`src/rtl/cordic_pkg.sv`:
```
// Shared CORDIC constants and state encoding, used by the rotation and vectoring engines.
package cordic_pkg;

  // Angle scale: 131 LSB per degree
  localparam int ANGLE_90  = 11790;
  localparam int ANGLE_180 = 23580;

  // 1/K for the CORDIC gain, Q14
  localparam int GAIN_Q14 = 9949;

  // atan(2^-i) in angle LSBs
  localparam int ATAN_TABLE [16] = '{
    5895, 3480, 1839, 933, 468, 234, 117, 59, 29, 15, 7, 4, 2, 1, 0, 0
  };

  typedef enum logic [1:0] {
    StIdle     = 2'd0,
    StPrescale = 2'd1,
    StRotate   = 2'd2
  } cordic_state_e;

endpackage

```
`src/rtl/cordic_rotate.sv`:
```
// Iterative CORDIC in rotation mode: produces magnitude*cos(angle) and magnitude*sin(angle)
// using one micro-rotation per clock after a gain-compensation/quadrant prescale step.
module cordic_rotate
  import cordic_pkg::*;
#(
  parameter int unsigned ITERATIONS = 14
) (
  input  logic               clk,
  input  logic               rst,
  input  logic signed [23:0] crd_angle,
  input  logic signed [23:0] crd_magnitude,
  input  logic               crd_start,
  output logic               crd_busy,
  output logic               crd_done,
  output logic signed [23:0] crd_x,
  output logic signed [23:0] crd_y
);

  // Two guard bits above the 24-bit result cover transient growth during rotation
  localparam int unsigned XW = 26;

  localparam logic signed [23:0] Angle90  = 24'(ANGLE_90);
  localparam logic signed [23:0] Angle180 = 24'(ANGLE_180);

  cordic_state_e        state_q;
  logic [4:0]           iter_q;
  logic signed [XW-1:0] x_q;
  logic signed [XW-1:0] y_q;
  logic signed [23:0]   z_q;

  logic signed [23:0]   angle_clamp;
  logic signed [23:0]   mag_clamp;
  logic signed [40:0]   prescale_prod;
  logic signed [XW-1:0] x0;
  logic signed [XW-1:0] x_shr;
  logic signed [XW-1:0] y_shr;
  logic signed [23:0]   atan_val;

  assign crd_busy = (state_q != StIdle);

  // Input clamping, gain-compensation product and per-iteration shift/atan terms
  always_comb begin
    angle_clamp = crd_angle;
    if (crd_angle > Angle180) begin
      angle_clamp = Angle180;
    end else if (crd_angle < -Angle180) begin
      angle_clamp = -Angle180;
    end
    mag_clamp     = crd_magnitude[23] ? '0 : crd_magnitude;
    // Full-width product so the Q14 scale never overflows before truncation
    prescale_prod = 41'(x_q) * 41'(GAIN_Q14);
    x0            = XW'(prescale_prod >>> 14);
    x_shr         = x_q >>> iter_q;
    y_shr         = y_q >>> iter_q;
    atan_val      = 24'(ATAN_TABLE[iter_q[3:0]]);
  end

  // Control FSM together with the x/y/z datapath and registered results
  always_ff @(posedge clk) begin
    if (rst) begin
      state_q  <= StIdle;
      iter_q   <= '0;
      x_q      <= '0;
      y_q      <= '0;
      z_q      <= '0;
      crd_done <= 1'b0;
      crd_x    <= '0;
      crd_y    <= '0;
    end else begin
      crd_done <= 1'b0;
      case (state_q)
        StIdle: begin
          if (crd_start) begin
            // x holds the raw magnitude until prescale scales it
            x_q     <= XW'(mag_clamp);
            y_q     <= '0;
            z_q     <= angle_clamp;
            state_q <= StPrescale;
          end
        end
        StPrescale: begin
          iter_q  <= '0;
          state_q <= StRotate;
          // Fold angles beyond +/-90 deg into convergence range with an exact 90-deg turn
          if (z_q > Angle90) begin
            x_q <= '0;
            y_q <= x0;
            z_q <= z_q - Angle90;
          end else if (z_q < -Angle90) begin
            x_q <= '0;
            y_q <= -x0;
            z_q <= z_q + Angle90;
          end else begin
            x_q <= x0;
            y_q <= '0;
          end
        end
        StRotate: begin
          if (iter_q == 5'(ITERATIONS)) begin
            crd_x    <= x_q[23:0];
            crd_y    <= y_q[23:0];
            crd_done <= 1'b1;
            state_q  <= StIdle;
          end else begin
            if (!z_q[23]) begin
              x_q <= x_q - y_shr;
              y_q <= y_q + x_shr;
              z_q <= z_q - atan_val;
            end else begin
              x_q <= x_q + y_shr;
              y_q <= y_q - x_shr;
              z_q <= z_q + atan_val;
            end
            iter_q <= iter_q + 5'd1;
          end
        end
        default: state_q <= StIdle;
      endcase
    end
  end

endmodule

```
`config.mk`:
```
export PLATFORM = sky130hd
export DESIGN_NAME = cordic_rotate
export DESIGN_NICKNAME = d
export VERILOG_FILES = /design/src/rtl/cordic_pkg.sv /design/src/rtl/cordic_rotate.sv
export SDC_FILE = /design/constraint.sdc
export NUM_CORES = 1
export LEC_CHECK = 0
export CAP_MARGIN = 25
export CORE_ASPECT_RATIO = 1.5
export CORE_MARGIN = 10
export CORE_UTILIZATION = 40
export CTS_CLUSTER_DIAMETER = 200
export DETAILED_ROUTE_END_ITERATION = 10
export GPL_TIMING_DRIVEN = 0
export MAX_ROUTING_LAYER = met4
export PLACE_DENSITY_LB_ADDON = 0.2
export RECOVER_POWER = 25
export SKIP_LAST_GASP = 1
export SLEW_MARGIN = 20
export SYNTH_ARGS = -nofsm -noshare
export SYNTH_HDL_FRONTEND = slang
export SYNTH_SLANG_ARGS = --single-unit
```
`constraint.sdc`:
```
create_clock -name clk -period 8.1 [get_ports clk]
set_clock_uncertainty 0.2 [all_clocks]
set_input_delay 0.81 -clock clk [delete_from_list [all_inputs] [get_ports clk]]
set_output_delay 0.81 -clock clk [all_outputs]
set_load 0.05 [all_outputs]
```
### Clock routing, run 1

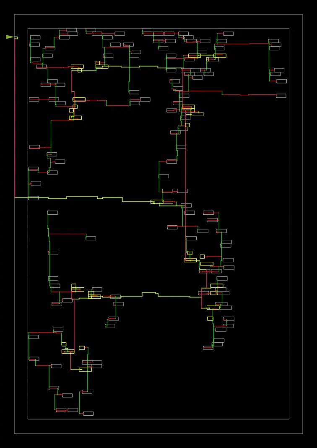
Clock Sinks: 132
clk latency late pin: 0.49 ns
Clock Buffer Count: 17
Flops: 132

### Clock network drawn from the DEF, run 1

Bar = 50 um.
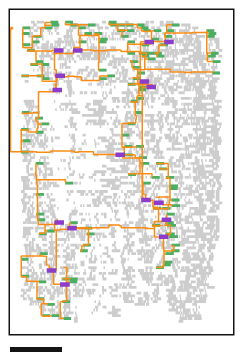
[orange] clock wires | length: 2640 um
[purple] clock drivers | count: 17
[green] flip-flops | count: 132
routed clock nets	18
flops lie	all over the die

==> flow_metrics.tcl, run 1 <==
# metrics dict for downstream scripts
set metrics [dict create \
    status "completed" \
    syn_nets 3290 \
    maxCapViolCount 0 \
    cts-hold-fix-buffers 0 \
    drc_errors 0 \
    aoi_share_pct 22.0 \
    first_pass_iters 5 \
    ys_top_logic_family "adder cells" \
    antenna_cells 6 \
    rsz0062_at_grt "false" \
    drtIter0Drc 1914 \
    warnings 48 \
    ys_seq_share_pct 11.6 \
    worst_ep_required_time_ns 8.28 \
    r2r.worst_path.cells 19 \
    row_count 107 \
    place_area_um2 24800 \
    most_common_cell "inv_1" \
    layout_top_cells "inv_1, nand2_1, ha_1" \
    ys.flops 132 \
    ys_sh_adder_pct 28.1 \
    grt_start_max_net_pins 17 \
    cpLargestDelayFamily "adder cells" \
    ant_nets 0 \
    hold_depth 2 \
    ff2ff_setup_slack_ns 0.25 \
    wl_um 112000 \
    tap_cells 763 \
    critPathSlowestCell "dfxtp_2" \
    cts.htree.levels 4 \
    grt.met1_usage_pct 32.1 \
    cts_tree "done" \
    yosysWarnings 0 \
    cts_setup_buffers 0 \
    synth_area_um2 22800 \
    grt_busiest_layer "met2" \
    fin_util_pct 45.0 \
    cp_cell_sequence "ha_1 -> xor2_1 -> ha_1 -> fa_1 -> fa_1 -> fa_1 -> fa_1 -> ha_1 -> and3_1 -> a221o_1 -> a21oi_2 -> o211ai_1 -> a31oi_1 -> xnor2_2 -> or4_1 -> nor4_4 -> a31oi_1 -> xnor2_1 -> o21ai_1" \
    comb_area_um2 18500 \
    top_regs "x_q (26), y_q (26)" \
    drt-wirelength-per-cell_um 29.9 \
    synthesis.instances 2824 \
    syn_area_per_cell_um2 8.07 \
    max_stage_delay_ns 0.73 \
    slew_violations 0 \
    signal_buffers 244 \
]
### Placed cells, one colour a class, run 1

Bar = 50 um.
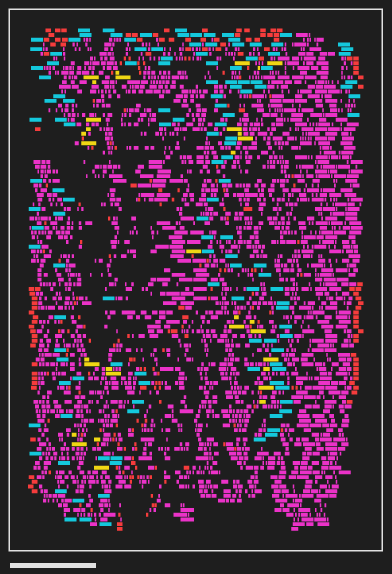
colour	class	cells	share of their area
yellow	clock drivers and dummy loads	32	2.3%
magenta	combinational and other logic	2552	80%
cyan	sequential cells	132	11%
red	remaining buffers and delay cells	244	6.7%
Seq area share: 10.5%
Final Instance Area: 25500 um^2
Core Area: 56600 um^2

### Gate families picked out, run 1

Bar = 50 um.
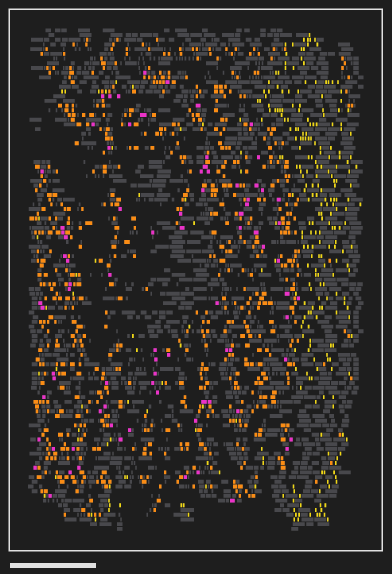
colour	family	cells	most used
orange	aoi and oai cells	639	a21oi_1
yellow	inv cells	308	inv_1
magenta	and/or cells	82	and3_1
combinational share of cell area: 72.5%
final cell count without fillers: 3729

### Floorplan with the power grid, run 1

Pins as bars on the die edge. Tap cells in grey.
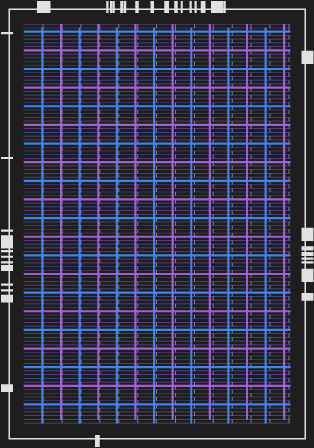

==> run 1 -> run 2 <==
--- a/config.mk
+++ b/config.mk
@@ -13,7 +13,7 @@
 export DETAILED_ROUTE_END_ITERATION = 10
 export GPL_TIMING_DRIVEN = 0
 export MAX_ROUTING_LAYER = met4
-export PLACE_DENSITY_LB_ADDON = 0.2
+export PLACE_DENSITY = 0.67
 export RECOVER_POWER = 25
 export SKIP_LAST_GASP = 1
 export SLEW_MARGIN = 20
### Floorplan with the power grid, run 2

Pins as bars on the die edge. Tap cells in grey.
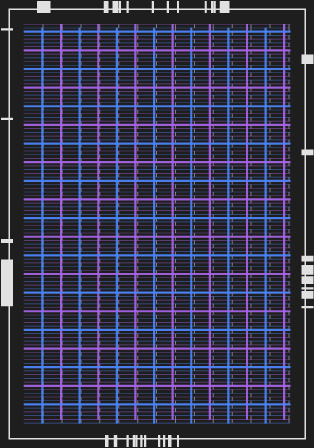
colour	net
blue	VSS
purple	VDD
met4 straps	14
signal pins	101
met1 rails	108
tap cells	763
Die Wd: 215 um

==> flow_metrics.tcl, run 2 <==
# metrics dict for downstream scripts
set metrics [dict create \
    first_pass_iters 8 \
    comb_share_pct 72.3 \
    stdcell_area_um2 25500 \
    ys_sh_adder_pct 28.1 \
    cts_setup_buffers 0 \
    cts-hold-fix-buffers 0 \
    drt-wirelength-per-cell_um 26.1 \
    synth_area_um2 22800 \
    worst_ep_required_time_ns 8.27 \
    ant_nets 0 \
    grt_start_max_net_pins 17 \
    synthesis.instances 2824 \
    comb_area_um2 18400 \
    ys_top_logic_family "adder cells" \
    fin_util_pct 45.0 \
    syn_area_per_cell_um2 8.07 \
    clock_buffer_count 18 \
    max_stage_delay_ns 0.74 \
    critPathSlowestCell "clkbuf_1" \
    ys.flops 132 \
    signal_buffers 245 \
    grt_busiest_layer "met2" \
    most_common_cell "inv_1" \
    aoi_share_pct 22.0 \
    maxCapViolCount 0 \
    ys_seq_share_pct 11.6 \
    yosysWarnings 0 \
    clock_sinks 132 \
    grt.met1_usage_pct 30.1 \
    antenna_cells 0 \
    cpLargestDelayFamily "buffers and inverters" \
    hold_depth 2 \
    drc_errors 0 \
    layout_top_cells "inv_1, nand2_1, ha_1" \
    wl_um 97100 \
    warnings 48 \
    row_count 107 \
    status "completed" \
    syn_nets 3290 \
]
